[config.mk]
export PLATFORM = sky130hd
export DESIGN_NAME = spi_master_ctrl
export DESIGN_NICKNAME = d
export VERILOG_FILES = /design/src/rtl/spi_master_ctrl.sv
export SDC_FILE = /design/constraint.sdc
export NUM_CORES = 1
export LEC_CHECK = 0
export ABC_AREA = 0
export CAP_MARGIN = 25
export CORE_UTILIZATION = 40
export DETAILED_ROUTE_END_ITERATION = 10
export MAX_ROUTING_LAYER = met4
export PLACE_DENSITY = 0.65
export SLEW_MARGIN = 20
export SYNTH_ARGS = -nofsm -noshare
export SYNTH_HDL_FRONTEND = slang
export SYNTH_SLANG_ARGS = --single-unit
[constraint.sdc]
create_clock -name clk -period 1.62 [get_ports clk]
set_input_delay 0.324 -clock clk [delete_from_list [all_inputs] [get_ports clk]]
set_output_delay 0.324 -clock clk [all_outputs]
set_load 0.01 [all_outputs]
[src/rtl/spi_master_ctrl.sv]
// -----------------------------------------------------------------------------
// spi_master_ctrl
//   SPI master for the SPI slave + RAM wrapper. Turns one parallel command
//   (2-bit op + ADDR_SIZE payload) into one framed SPI transaction on
//   SS_n/MOSI. For op 11 (rd-data) it waits TURN_CYC idle cycles, then
//   captures an ADDR_SIZE-bit reply from MISO and returns it on rd_data.
//
//   Frame (cycle n = n clock edges after the accepting edge):
//     1            GUARD  SS_n low, MOSI 0
//     2            SEL    MOSI = op[1]
//     3..AS+4      SHIFT  MOSI = {op, data}, MSB first
//     (op 11 only) WAIT   TURN_CYC cycles, then RX for ADDR_SIZE cycles
//     last         END    SS_n high, busy high, rd_valid for a finished read
//
// Parameters
//   ADDR_SIZE  payload width (frame word is ADDR_SIZE+2 bits)
//   TURN_CYC   idle cycles between the last MOSI bit and the first MISO sample
//
// Ports
//   clk, rst          clock, asynchronous active-high reset
//   cmd_valid/ready   command handshake; ready only while idle
//   cmd_op, cmd_data  command latched on the accepting edge
//   SS_n, MOSI, MISO  SPI pins (MSB first)
//   rd_valid/rd_data  one-cycle pulse with the captured read word
//   busy              high while a frame is on the wire or in its END cycle
//   rd_err            (SPI_MASTER_RDCHK_EN only) read-data without a prior
//                     read-address frame; pulses with rd_valid
//
// Configuration
//   SPI_MASTER_RDCHK_EN  when defined, op 11 is refused (not framed) unless an
//                        op 10 frame has been issued since the last op 11 or
//                        reset. Refusal answers with rd_valid + rd_err for one
//                        cycle and leaves rd_data unchanged.
// -----------------------------------------------------------------------------
module spi_master_ctrl #(
    parameter int unsigned ADDR_SIZE = 8,
    parameter int unsigned TURN_CYC  = 2
) (
    input  logic                 clk,
    input  logic                 rst,
    input  logic                 cmd_valid,
    output logic                 cmd_ready,
    input  logic [1:0]           cmd_op,
    input  logic [ADDR_SIZE-1:0] cmd_data,
    output logic                 SS_n,
    output logic                 MOSI,
    input  logic                 MISO,
    output logic                 rd_valid,
    output logic [ADDR_SIZE-1:0] rd_data,
`ifdef SPI_MASTER_RDCHK_EN
    output logic                 rd_err,
`endif
    output logic                 busy
);

    localparam int unsigned FRAME_W = ADDR_SIZE + 2;
    localparam int unsigned CNT_W   = $clog2(FRAME_W);
    localparam int unsigned TURN_W  = (TURN_CYC > 1) ? $clog2(TURN_CYC) : 1;

    // ST_ERR is only reachable when the read-address check is compiled in.
    typedef enum logic [2:0] {
        ST_IDLE  = 3'd0,
        ST_GUARD = 3'd1,
        ST_SEL   = 3'd2,
        ST_SHIFT = 3'd3,
        ST_WAIT  = 3'd4,
        ST_RX    = 3'd5,
        ST_END   = 3'd6,
        ST_ERR   = 3'd7
    } state_e;

    state_e                 state_q;
    state_e                 state_d;

    // Datapath registers
    logic [FRAME_W-1:0]     frame_q;
    logic                   rd_op_q;
    logic [CNT_W-1:0]       bit_cnt_q;
    logic [TURN_W-1:0]      turn_cnt_q;
    logic [ADDR_SIZE-1:0]   rx_q;
    logic [ADDR_SIZE-1:0]   rd_data_q;

    // Registered outputs and their next values
    logic                   ss_n_q;
    logic                   ss_n_d;
    logic                   mosi_q;
    logic                   mosi_d;
    logic                   cmd_ready_q;
    logic                   cmd_ready_d;
    logic                   busy_q;
    logic                   busy_d;
    logic                   rd_valid_q;
    logic                   rd_valid_d;

    logic                   accept_c;
    logic                   rd_block_c;

    assign accept_c = cmd_valid && (state_q == ST_IDLE);

`ifdef SPI_MASTER_RDCHK_EN
    logic                   rd_seen_q;
    logic                   rd_err_q;
    logic                   rd_err_d;

    // An op 11 with no read address issued since the last read is refused.
    assign rd_block_c = accept_c && (cmd_op == 2'b11) && !rd_seen_q;

    // Tracks whether a read address has been sent since the last read-data.
    always_ff @(posedge clk or posedge rst) begin
        if (rst) begin
            rd_seen_q <= 1'b0;
        end else if (accept_c) begin
            if (cmd_op == 2'b10) begin
                rd_seen_q <= 1'b1;
            end else if (cmd_op == 2'b11) begin
                rd_seen_q <= 1'b0;
            end
        end
    end
`else
    assign rd_block_c = 1'b0;
`endif

    // State register
    always_ff @(posedge clk or posedge rst) begin
        if (rst) begin
            state_q <= ST_IDLE;
        end else begin
            state_q <= state_d;
        end
    end

    // Next-state logic
    always_comb begin
        state_d = state_q;
        case (state_q)
            ST_IDLE: begin
                if (rd_block_c) begin
                    state_d = ST_ERR;
                end else if (accept_c) begin
                    state_d = ST_GUARD;
                end
            end
            ST_GUARD: state_d = ST_SEL;
            ST_SEL:   state_d = ST_SHIFT;
            ST_SHIFT: begin
                if (bit_cnt_q == '0) begin
                    state_d = rd_op_q ? ST_WAIT : ST_END;
                end
            end
            ST_WAIT: begin
                if (turn_cnt_q == '0) begin
                    state_d = ST_RX;
                end
            end
            ST_RX: begin
                if (bit_cnt_q == '0) begin
                    state_d = ST_END;
                end
            end
            ST_END:   state_d = ST_IDLE;
            ST_ERR:   state_d = ST_IDLE;
            default:  state_d = ST_IDLE;
        endcase
    end

    // Output logic: values for the cycle the FSM is about to enter
    always_comb begin
        ss_n_d      = 1'b1;
        mosi_d      = 1'b0;
        cmd_ready_d = 1'b0;
        busy_d      = 1'b0;
        rd_valid_d  = 1'b0;
`ifdef SPI_MASTER_RDCHK_EN
        rd_err_d    = 1'b0;
`endif
        case (state_d)
            ST_IDLE: begin
                cmd_ready_d = 1'b1;
            end
            ST_GUARD, ST_WAIT, ST_RX: begin
                ss_n_d = 1'b0;
                busy_d = 1'b1;
            end
            // SEL repeats op[1] as the slave's direction bit; SHIFT then
            // walks the whole frame word from its MSB.
            ST_SEL, ST_SHIFT: begin
                ss_n_d = 1'b0;
                busy_d = 1'b1;
                mosi_d = frame_q[FRAME_W-1];
            end
            ST_END: begin
                busy_d     = 1'b1;
                rd_valid_d = (state_q == ST_RX);
            end
            ST_ERR: begin
                rd_valid_d = 1'b1;
`ifdef SPI_MASTER_RDCHK_EN
                rd_err_d   = 1'b1;
`endif
            end
            default: begin
                cmd_ready_d = 1'b0;
            end
        endcase
    end

    // Output registers
    always_ff @(posedge clk or posedge rst) begin
        if (rst) begin
            ss_n_q      <= 1'b1;
            mosi_q      <= 1'b0;
            cmd_ready_q <= 1'b1;
            busy_q      <= 1'b0;
            rd_valid_q  <= 1'b0;
        end else begin
            ss_n_q      <= ss_n_d;
            mosi_q      <= mosi_d;
            cmd_ready_q <= cmd_ready_d;
            busy_q      <= busy_d;
            rd_valid_q  <= rd_valid_d;
        end
    end

`ifdef SPI_MASTER_RDCHK_EN
    always_ff @(posedge clk or posedge rst) begin
        if (rst) begin
            rd_err_q <= 1'b0;
        end else begin
            rd_err_q <= rd_err_d;
        end
    end

    assign rd_err = rd_err_q;
`endif

    // Frame word: latched on accept, shifted once per MOSI bit in SHIFT
    always_ff @(posedge clk or posedge rst) begin
        if (rst) begin
            frame_q <= '0;
            rd_op_q <= 1'b0;
        end else if (accept_c) begin
            frame_q <= {cmd_op, cmd_data};
            rd_op_q <= (cmd_op == 2'b11);
        end else if (state_d == ST_SHIFT) begin
            frame_q <= {frame_q[FRAME_W-2:0], 1'b0};
        end
    end

    // Shared down-counter: bits left in SHIFT, samples left in RX
    always_ff @(posedge clk or posedge rst) begin
        if (rst) begin
            bit_cnt_q <= '0;
        end else if (state_d != state_q) begin
            if (state_d == ST_SHIFT) begin
                bit_cnt_q <= CNT_W'(FRAME_W - 1);
            end else if (state_d == ST_RX) begin
                bit_cnt_q <= CNT_W'(ADDR_SIZE - 1);
            end
        end else if (bit_cnt_q != '0) begin
            bit_cnt_q <= bit_cnt_q - CNT_W'(1);
        end
    end

    // Turnaround counter for the WAIT gap
    always_ff @(posedge clk or posedge rst) begin
        if (rst) begin
            turn_cnt_q <= '0;
        end else if ((state_d == ST_WAIT) && (state_q != ST_WAIT)) begin
            turn_cnt_q <= TURN_W'(TURN_CYC - 1);
        end else if ((state_q == ST_WAIT) && (turn_cnt_q != '0)) begin
            turn_cnt_q <= turn_cnt_q - TURN_W'(1);
        end
    end

    // MISO capture; the final sample goes straight into rd_data on RX exit
    always_ff @(posedge clk or posedge rst) begin
        if (rst) begin
            rx_q      <= '0;
            rd_data_q <= '0;
        end else if (state_q == ST_RX) begin
            rx_q <= {rx_q[ADDR_SIZE-2:0], MISO};
            if (state_d == ST_END) begin
                rd_data_q <= {rx_q[ADDR_SIZE-2:0], MISO};
            end
        end
    end

    assign cmd_ready = cmd_ready_q;
    assign SS_n      = ss_n_q;
    assign MOSI      = mosi_q;
    assign busy      = busy_q;
    assign rd_valid  = rd_valid_q;
    assign rd_data   = rd_data_q;

endmodule
Clock wiring as the flow saved it:
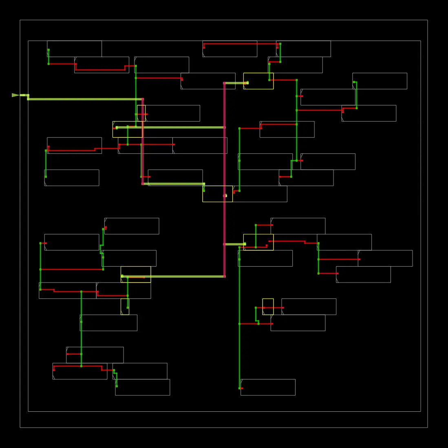
flop count: 39
P_clk: 617 uW
Clock Skew: 0.002000 ns
clk_lat worst skew: 0.28 ns
CTS sink cnt: 39

Signal wires by layer:
Two of the layers only.
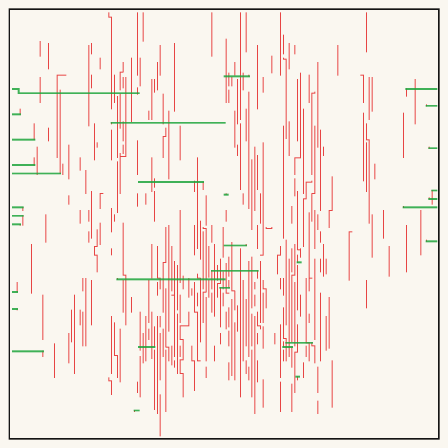
| colour | layer | wire length |
|---|---|---|
| green | M3 | 135 um |
| red | M2 | 1,770 um |
Total GRT Usage: 0.1841
routed via count: 1,429
WL per Instance: 13.06 um
Total Routed Length: 3669 um

I/O nets highlighted:
Scale bar: 20 um.
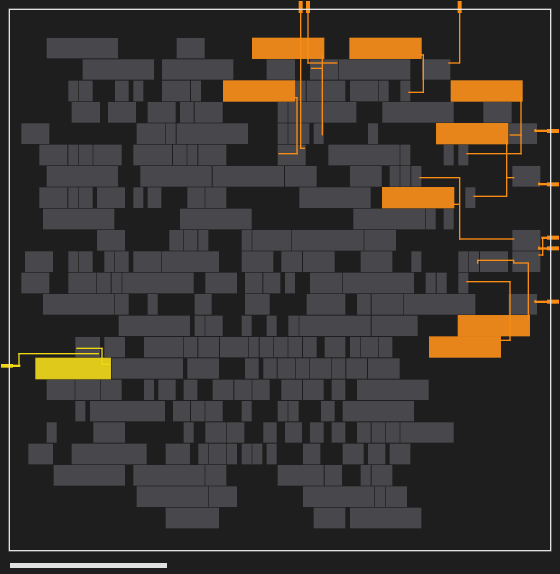
| colour | port | direction | edge | end cells | wire |
|---|---|---|---|---|---|
| orange | rd_data | output | 5 right, 3 top | 8 | 150 um |
| yellow | cmd_ready | output | left | 1 | 18.5 um |
I/O Pins: 27
port buffer count: 26

## critical path: cells and delay by family (launching register included)
family | cells | cell delay [ns]
flops | 1 | 0.40
fa+ha+maj | 1 | 0.13
simple gates | 3 | 0.80
buf+inv | 1 | 0.08
compound gates | 1 | 0.17
## state kept, by name, summed over array words and instances (netlist names)
signal and count:
cmd_ready 1, frame_q 10, bit_cnt_q 4, rd_valid 1, rd_data 8, rd_op_q 1
MOSI 1, turn_cnt_q 1, busy 1, rx_q 7, state_q 3, SS_n 1
## layer usage
layer	GRT usage	vias up	part of all wire
met2	0.2941	35	0.48
met1	0.2188	670	0.46
li1	-	713	-
met5	-	-	0
met3	0.05263	11	0.037
met4	0.07398	0	0.020
## final cells by class
cell class / instances / area, um^2
tap: 50 / 62.56
clock buffer: 7 / 76.32
sequential: 39 / 979.7
inverter: 10 / 37.54
clock inverter: 1 / 5.005
fill: 372 / 1742
multi-input combinational: 128 / 797.0
timing repair buffer: 46 / 444.2
## power by group through the flow
stage	registers, uW	clock network (uW)	logic (uW)
6_report	1350	617	1270
5_1_grt	1380	679	1390
4_1_cts	1350	636	1210
3_5_place_dp	1360	0	1110
3_3_place_gp	1350	0	1070
2_1_floorplan	1320	0	711
## synthesized netlist by cell type, types with 2 or more instances
cell type  instances  area (um^2)
nand2_1           43        161.4
dfrtp_1           37        925.9
o21ai_0           16        80.08
a21oi_1           12        60.06
inv_1              8        30.03
mux2i_1            8        80.08
mux2_2             7        78.83
nor2_1             7        26.28
clkbuf_1           5        18.77
nand2b_1           5        31.28
nand3_1            3        15.01
nor2b_1            3        18.77
nor3_1             3        15.01
a21o_1             2        15.01
a31oi_1            2        12.51
dfstp_2            2        52.55
nand4_1            2        12.51
o21ai_1            2        10.01
## cells by family (layout without fill, tap and decap cells)
| kind of cell | count (synthesis) | in the layout | share of synthesized area |
|---|---|---|---|
| muxes | 15 | 15 | 0.08906 |
| xor gates and xnor gates | 1 | 1 | 0.004910 |
| and+or+nand+nor | 72 | 72 | 0.1893 |
| buffers and inverters | 17 | 64 | 0.03857 |
| AOI/OAI and AO/OA | 39 | 39 | 0.1227 |
| DFF | 39 | 39 | 0.5484 |
| adders and majority gates | 1 | 1 | 0.007012 |
## stage by stage
stage	TNS, ns	instances	setup slack (ns)	area, um^2	total power, uW
2_1_floorplan	-0.2024	184	-0.1165	1790	2032
3_3_place_gp	-0.5860	271	-0.1038	2247	2425
3_5_place_dp	-1.893	271	-0.1761	2247	2477
4_1_cts	-0.5982	281	-0.07246	2377	3201
5_1_grt	-2.386	281	-0.1349	2402	3453
6_report	-0.3764	281	-0.08562	2402	3239
## repair_timing
| action | in CTS | in global routing |
|---|---|---|
| buffers inserted | 2 | 0 |
| resized | 12 | 9 |
| pin swaps | 4 | 3 |
| endpoints found under the setup margin | 28 | 33 |
| cloned | 0 | 1 |
| hold endpoints to repair | 0 | 0 |
## worst paths after layout
check / from / end / cells after the start
worst max register to register: bit_cnt_q[0] / busy / 6
worst max-delay path: bit_cnt_q[0] / busy / 6
worst min-delay path: rst / rd_data[4] / 3
max in group asynchronous: rst / cmd_ready / 3
worst min register to register: rx_q[6] / rd_data[7] / 2
min in group clk: rx_q[6] / rd_data[7] / 2
==> results.json <==
{
  "synthCells": 184,
  "power_frac_seq": 0.418,
  "area_delta_synth_final_pct": 34.64,
  "period_needed_ns": 1.706,
  "critPathRequiredTime_ns": 1.78,
  "p_leak_uw": 0.001142,
  "crit_chain": "inv_2, ha_4, nor3b_4, nand2_2, a21boi_4, or3_4",
  "grt_pass1_wl_um": 6092,
  "cp_slowest_cell": "or3_4",
  "worst_slack_ns": -0.08562,
  "powerDensity_nw_per_um2": 1348,
  "grt_max_degree": 40,
  "timing.final.crit_share": 1.053,
  "setup_viol": 15,
  "run_status": "finished, violations left",
  "pwr-share-clk": 0.190,
  "yosysUniqueCellTypes": 35,
  "syn-cell-area_um2": 1784,
  "violations": "setup timing",
  "die_w_um": 68.79,
  "whs_ns": 0.3824,
  "p_switching_uw": 1087,
  "warnings": 29,
  "cts_tree": "built",
  "cpPeakStageDelay_ns": 0.41,
  "dp_hpwl_um": 2562
}
Power is estimated from default activity; no workload was simulated.
